Fig. 1: clock wires, drivers and flops
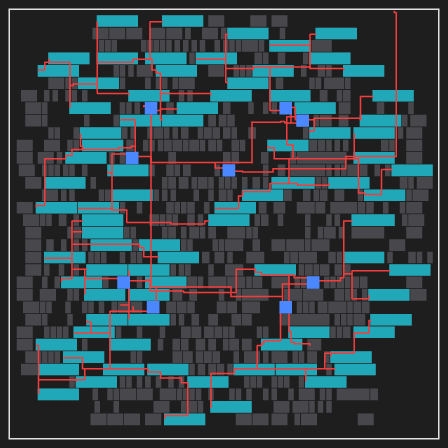
Fig. 2: register map, names as in the netlist
Scale bar: 20 microns. Other sequential cells in the stronger grey, the rest of the logic in the fainter grey.
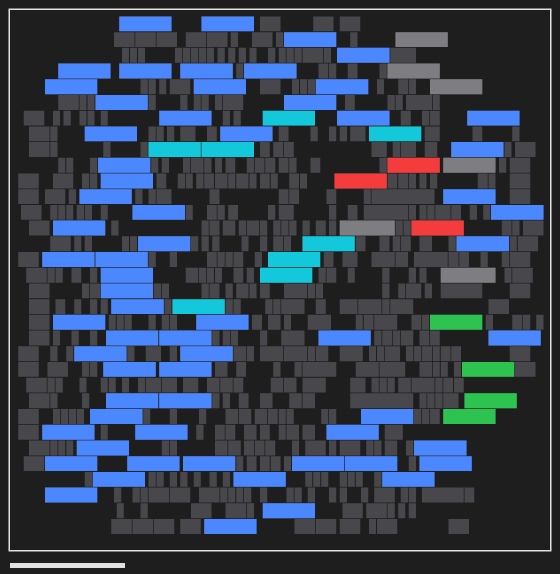
Fig. 3: cell outlines without signal wires
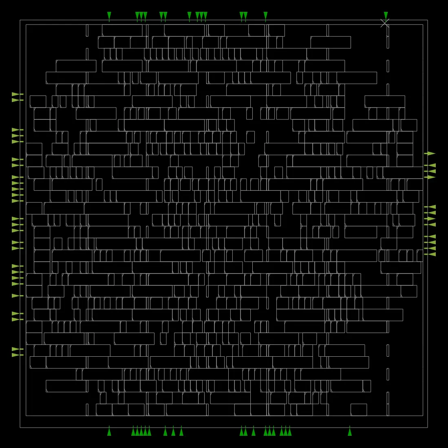
Fig. 4: signal metal coverage by tile
The die is cut into 19 by 19 equal tiles; dark blue is low, red is high, scaled to the fullest tile. Values are wire area over tile area, all layers added.
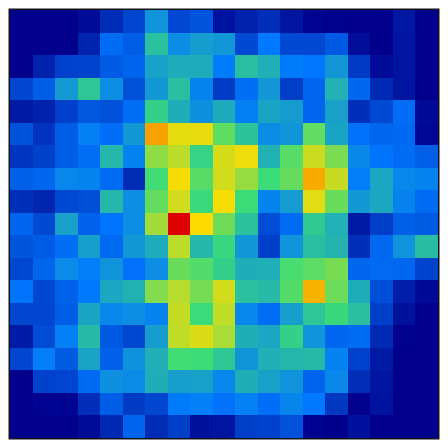
`config.mk`:
```
export PLATFORM = sky130hd
export DESIGN_NAME = uart_word_tx
export DESIGN_NICKNAME = d
export VERILOG_FILES = /design/src/rtl/uart_word_tx.sv
export SDC_FILE = /design/constraint.sdc
export NUM_CORES = 1
export LEC_CHECK = 0
export ABC_AREA = 1
export CAP_MARGIN = 15
export CORE_UTILIZATION = 50
export CTS_BUF_LIST = sky130_fd_sc_hd__clkbuf_4
export CTS_CLUSTER_SIZE = 24
export DETAILED_ROUTE_END_ITERATION = 7
export PLACE_DENSITY = 0.8
export SYNTH_ARGS = -nofsm -noshare
export SYNTH_HDL_FRONTEND = slang
export SYNTH_SLANG_ARGS = --single-unit
```
`constraint.sdc`:
```
create_clock -name clk -period 2.9 [get_ports clk]
set_clock_uncertainty 0.2 [all_clocks]
set_input_delay 0.435 -clock clk [delete_from_list [all_inputs] [get_ports clk]]
set_output_delay 0.435 -clock clk [all_outputs]
set_load 0.02 [all_outputs]
```
`src/rtl/uart_word_tx.sv`:
```
// uart_word_tx: sends a latched block of N_WORDS words as 8N1 UART frames.
// Word 0 goes first; within a word the most significant byte goes first.
// Bit timing follows the external 1-clk baud_tick strobe; tx comes from a flop.
module uart_word_tx #(
  parameter int N_WORDS = 4,
  parameter int WORD_W  = 16
) (
  input  logic                        clk,
  input  logic                        reset,
  input  logic                        baud_tick,
  input  logic                        send,
  input  logic [N_WORDS*WORD_W-1:0]   words,
  output logic                        tx,
  output logic                        tx_ready,
  output logic                        done
);

  localparam int TW  = N_WORDS * WORD_W;
  localparam int B   = TW / 8;
  localparam int BPW = WORD_W / 8;
  localparam int BW  = $clog2(B) + 1;

  if ((WORD_W % 8) != 0 || N_WORDS < 1) begin : g_param_chk
    $error("uart_word_tx: WORD_W must be a multiple of 8 and N_WORDS >= 1");
  end

  typedef enum logic [2:0] {
    S_IDLE,
    S_ALIGN,
    S_START,
    S_DATA,
    S_STOP
  } state_t;

  state_t          state_q, state_d;
  logic [TW-1:0]   wbuf_q, wbuf_d;
  logic [7:0]      shift_q, shift_d;
  logic [2:0]      bitcnt_q, bitcnt_d;
  logic [BW-1:0]   byte_idx_q, byte_idx_d;
  logic            tx_q, tx_d;
  logic            ready_q, ready_d;
  logic            done_q, done_d;

  logic [BW-1:0]   ld_idx;
  logic [7:0]      ld_byte;

  assign tx       = tx_q;
  assign tx_ready = ready_q;
  assign done     = done_q;

  // Byte to load into the shift register: the current byte when leaving ALIGN,
  // the following byte when chaining out of STOP straight into the next START.
  always_comb begin
    ld_idx  = (state_q == S_STOP) ? byte_idx_q + BW'(1) : byte_idx_q;
    ld_byte = '0;
    for (int unsigned k = 0; k < B; k++) begin
      if (ld_idx == BW'(k)) begin
        ld_byte = wbuf_q[(k / BPW) * WORD_W + WORD_W - 8 - (k % BPW) * 8 +: 8];
      end
    end
  end

  // Next-state and registered-output logic for the frame sequencer.
  // The shift register is loaded on entry to START rather than inside it, so the
  // first data bit can be presented on the very tick that ends the start bit.
  always_comb begin
    state_d    = state_q;
    wbuf_d     = wbuf_q;
    shift_d    = shift_q;
    bitcnt_d   = bitcnt_q;
    byte_idx_d = byte_idx_q;
    tx_d       = tx_q;
    ready_d    = ready_q;
    done_d     = 1'b0;
    unique case (state_q)
      S_IDLE: begin
        tx_d = 1'b1;
        if (send && ready_q) begin
          wbuf_d     = words;
          byte_idx_d = '0;
          ready_d    = 1'b0;
          state_d    = S_ALIGN;
        end
      end
      S_ALIGN: begin
        if (baud_tick) begin
          tx_d    = 1'b0;
          shift_d = ld_byte;
          state_d = S_START;
        end
      end
      S_START: begin
        if (baud_tick) begin
          tx_d     = shift_q[0];
          shift_d  = {1'b0, shift_q[7:1]};
          bitcnt_d = '0;
          state_d  = S_DATA;
        end
      end
      S_DATA: begin
        if (baud_tick) begin
          if (bitcnt_q == 3'd7) begin
            tx_d    = 1'b1;
            state_d = S_STOP;
          end else begin
            tx_d     = shift_q[0];
            shift_d  = {1'b0, shift_q[7:1]};
            bitcnt_d = bitcnt_q + 3'd1;
          end
        end
      end
      S_STOP: begin
        if (baud_tick) begin
          if (byte_idx_q == BW'(B - 1)) begin
            byte_idx_d = '0;
            ready_d    = 1'b1;
            done_d     = 1'b1;
            state_d    = S_IDLE;
          end else begin
            byte_idx_d = byte_idx_q + BW'(1);
            tx_d       = 1'b0;
            shift_d    = ld_byte;
            state_d    = S_START;
          end
        end
      end
      default: begin
        state_d = S_IDLE;
        tx_d    = 1'b1;
        ready_d = 1'b1;
      end
    endcase
  end

  // State registers; reset returns the line to idle-high immediately.
  always_ff @(posedge clk or posedge reset) begin
    if (reset) begin
      state_q    <= S_IDLE;
      wbuf_q     <= '0;
      shift_q    <= '0;
      bitcnt_q   <= '0;
      byte_idx_q <= '0;
      tx_q       <= 1'b1;
      ready_q    <= 1'b1;
      done_q     <= 1'b0;
    end else begin
      state_q    <= state_d;
      wbuf_q     <= wbuf_d;
      shift_q    <= shift_d;
      bitcnt_q   <= bitcnt_d;
      byte_idx_q <= byte_idx_d;
      tx_q       <= tx_d;
      ready_q    <= ready_d;
      done_q     <= done_d;
    end
  end

endmodule

```
==> deck_impl_summary.md <==
Key Metrics from the Run

GRT
  • Vias in the first global route: 3,390
  • Initial antenna violation count: 0
  • Gr ovfl total: 0

Run status
  • Failing checks: DRC
  • Outcome: finished with violations

Critical path
  • Crit path to: shift_q[5]
  • Kind of critical path: reg2reg
  • Flop2flop setup slack: 0.40 ns
  • Max FO, Critical Path: 17
  • Slowest CP cell: dfrtp_1
  • Crit path largest cell delay: 0.65 ns
  • CP delay by family, top: simple AND/OR/NAND/NOR gates
  • Sequence of cells on the critical path: inv_1, nor2_2, nand3_1, nand2_4, o21ai_4, inv_2, nand2_2, inv_2, nand2_1, o21ai_1, nand4_1, nand2_1, nand2_1

Logic synthesis
  • Syn Std Cell Area: 4190 sq um
  • Syn_area_per_cell: 7.84 sq um
  • Synth Area in XOR/XNOR: 0
  • Top cells by area: dfrtp_1, nand2_1, nand4_1
  • Dominant flop cell: dfrtp_1
  • Top cells by count: nand2_1, dfrtp_1, nand4_1
  • Syn Nets: 605

CTS
  • H-tree Lvls: 3
  • Resize count post-CTS: 0
  • Post-CTS Setup Repair Bufs: 0
  • Total clock buffers created by CTS: 9

Routing
  • DR iter-0 viols: 233
  • Vias per Instance: 5.26
  • # DRC: 1

Timing
  • Least-Margin Pin Slew: 0.502 ns
  • Tmin final: 2.50 ns
  • Cycle use final: 0.862
  • Unrepaired setup endpoints after global routing: false
  • Worst relative slew slack: 0.665
  • Fin Setup TNS: 0 ns

Floorplanning
  • Die height: 93.5 microns
  • Pre-Place Util: 0.512
  • Die area: 8750 sq um

Power
  • Leakage power: 2.49 nW

Final layout
  • Diode count: 0
  • Final nets: 672
-- Fig. 1 (at the start) --
flip-flops: marked cyan, count 85. clock drivers: marked blue, count 9. clock wires: marked red, length 1,010 microns.
Position of the flops: widely spread.
Clock power frac: 0.151
P_clk: 0.000765 W
clk_lat worst skew: 0.43 ns

-- Fig. 2 (at the start) --
`wbuf_q`: marked blue, sequential cells 64, where widely spread. `state_q`: marked red, sequential cells 3. `byte_idx_q`: marked green, sequential cells 4. `shift_q`: marked cyan, sequential cells 8.
Another 6 sequential cells are not coloured.
final core occ: 0.632
register area: 2130 sq um
sequential cell area share: 0.412
seq pwr: 0.00211 W

-- Fig. 3 (at the start) --
row count: 33
core area: 8180 sq um

-- Fig. 4 (at the start) --
The densest ninth of the die: middle. 11% of the tiles are nearly empty. 13% of the tiles are over half the peak.
Avg WL per Cell: 14.0 microns
WL final: 9.97 mm
Vias: 3,738
GR Util All Layers: 0.244

## cells in the final DEF, fill, tap and decap left out
cell             synthesis  layout
a21oi_1                 24      24
nand2_2                  5       5
clkinv_4                 0       1
buf_12                   0       2
nand3_1                 20      20
nor2_2                   2       2
inv_1                   24      23
dfstp_2                  2       2
nor2_4                  11      11
clkdlybuf4s50_1          0      70
clkinv_2                 0       2
a21oi_2                  1       1
ha_1                     3       3
buf_4                    1       3
nor3_4                   0       1
dfrtp_1                 83      83
o21ai_4                  1       1
clkbuf_4                 0      11
o21a_1                   1       1
o211ai_1                 2       2
a31oi_1                  1       1
nand2_1                239     239
o21ai_0                 22      22
o21ai_1                  6       6
nor2_1                  23      23
nand2_4                  3       3
nand4_1                 25      25
bufinv_16                0       2
nor4_4                   1       1
nor3_1                   5       5
inv_2                   10      10
## final cells by class
cell class,instances,area [sq um]
Multi-Input combinational cell,396,1860
Tap cell,105,131
Clock buffer,11,82.6
Fill cell,723,3010
Timing Repair Buffer,75,763
Clock inverter,4,73.8
Sequential cell,85,2130
Inverter,34,129
## state kept, by name (all words and copies together) (netlist names)
name	cells
wbuf_q	64
byte_idx_q	4
shift_q	8
done	1
tx_ready	1
tx	1
state_q	3
bitcnt_q	3
## stage by stage
stage                     instances  worst slack [ns]  utilization  cell area, sq um
final                           710             0.400        0.632              5160
after global routing            710             0.198        0.632              5160
after CTS                       710             0.444        0.632              5160
after detailed placement        695             0.455        0.613              5010
after global placement          695             0.528        0.613              5010
after floorplan                 534            0.0748            -              4190
## routing by layer
| metal | GRT usage | up-vias | part of all wire |
|---|---|---|---|
| met5 | 0 | - | 0 |
| met3 | 0.0455 | 15 | 0.052 |
| met1 | 0.351 | 1734 | 0.48 |
| li1 | - | 1846 | - |
| met4 | 0.0833 | 0 | 0.020 |
| met2 | 0.371 | 143 | 0.44 |
Power is estimated from default activity; no workload was simulated.
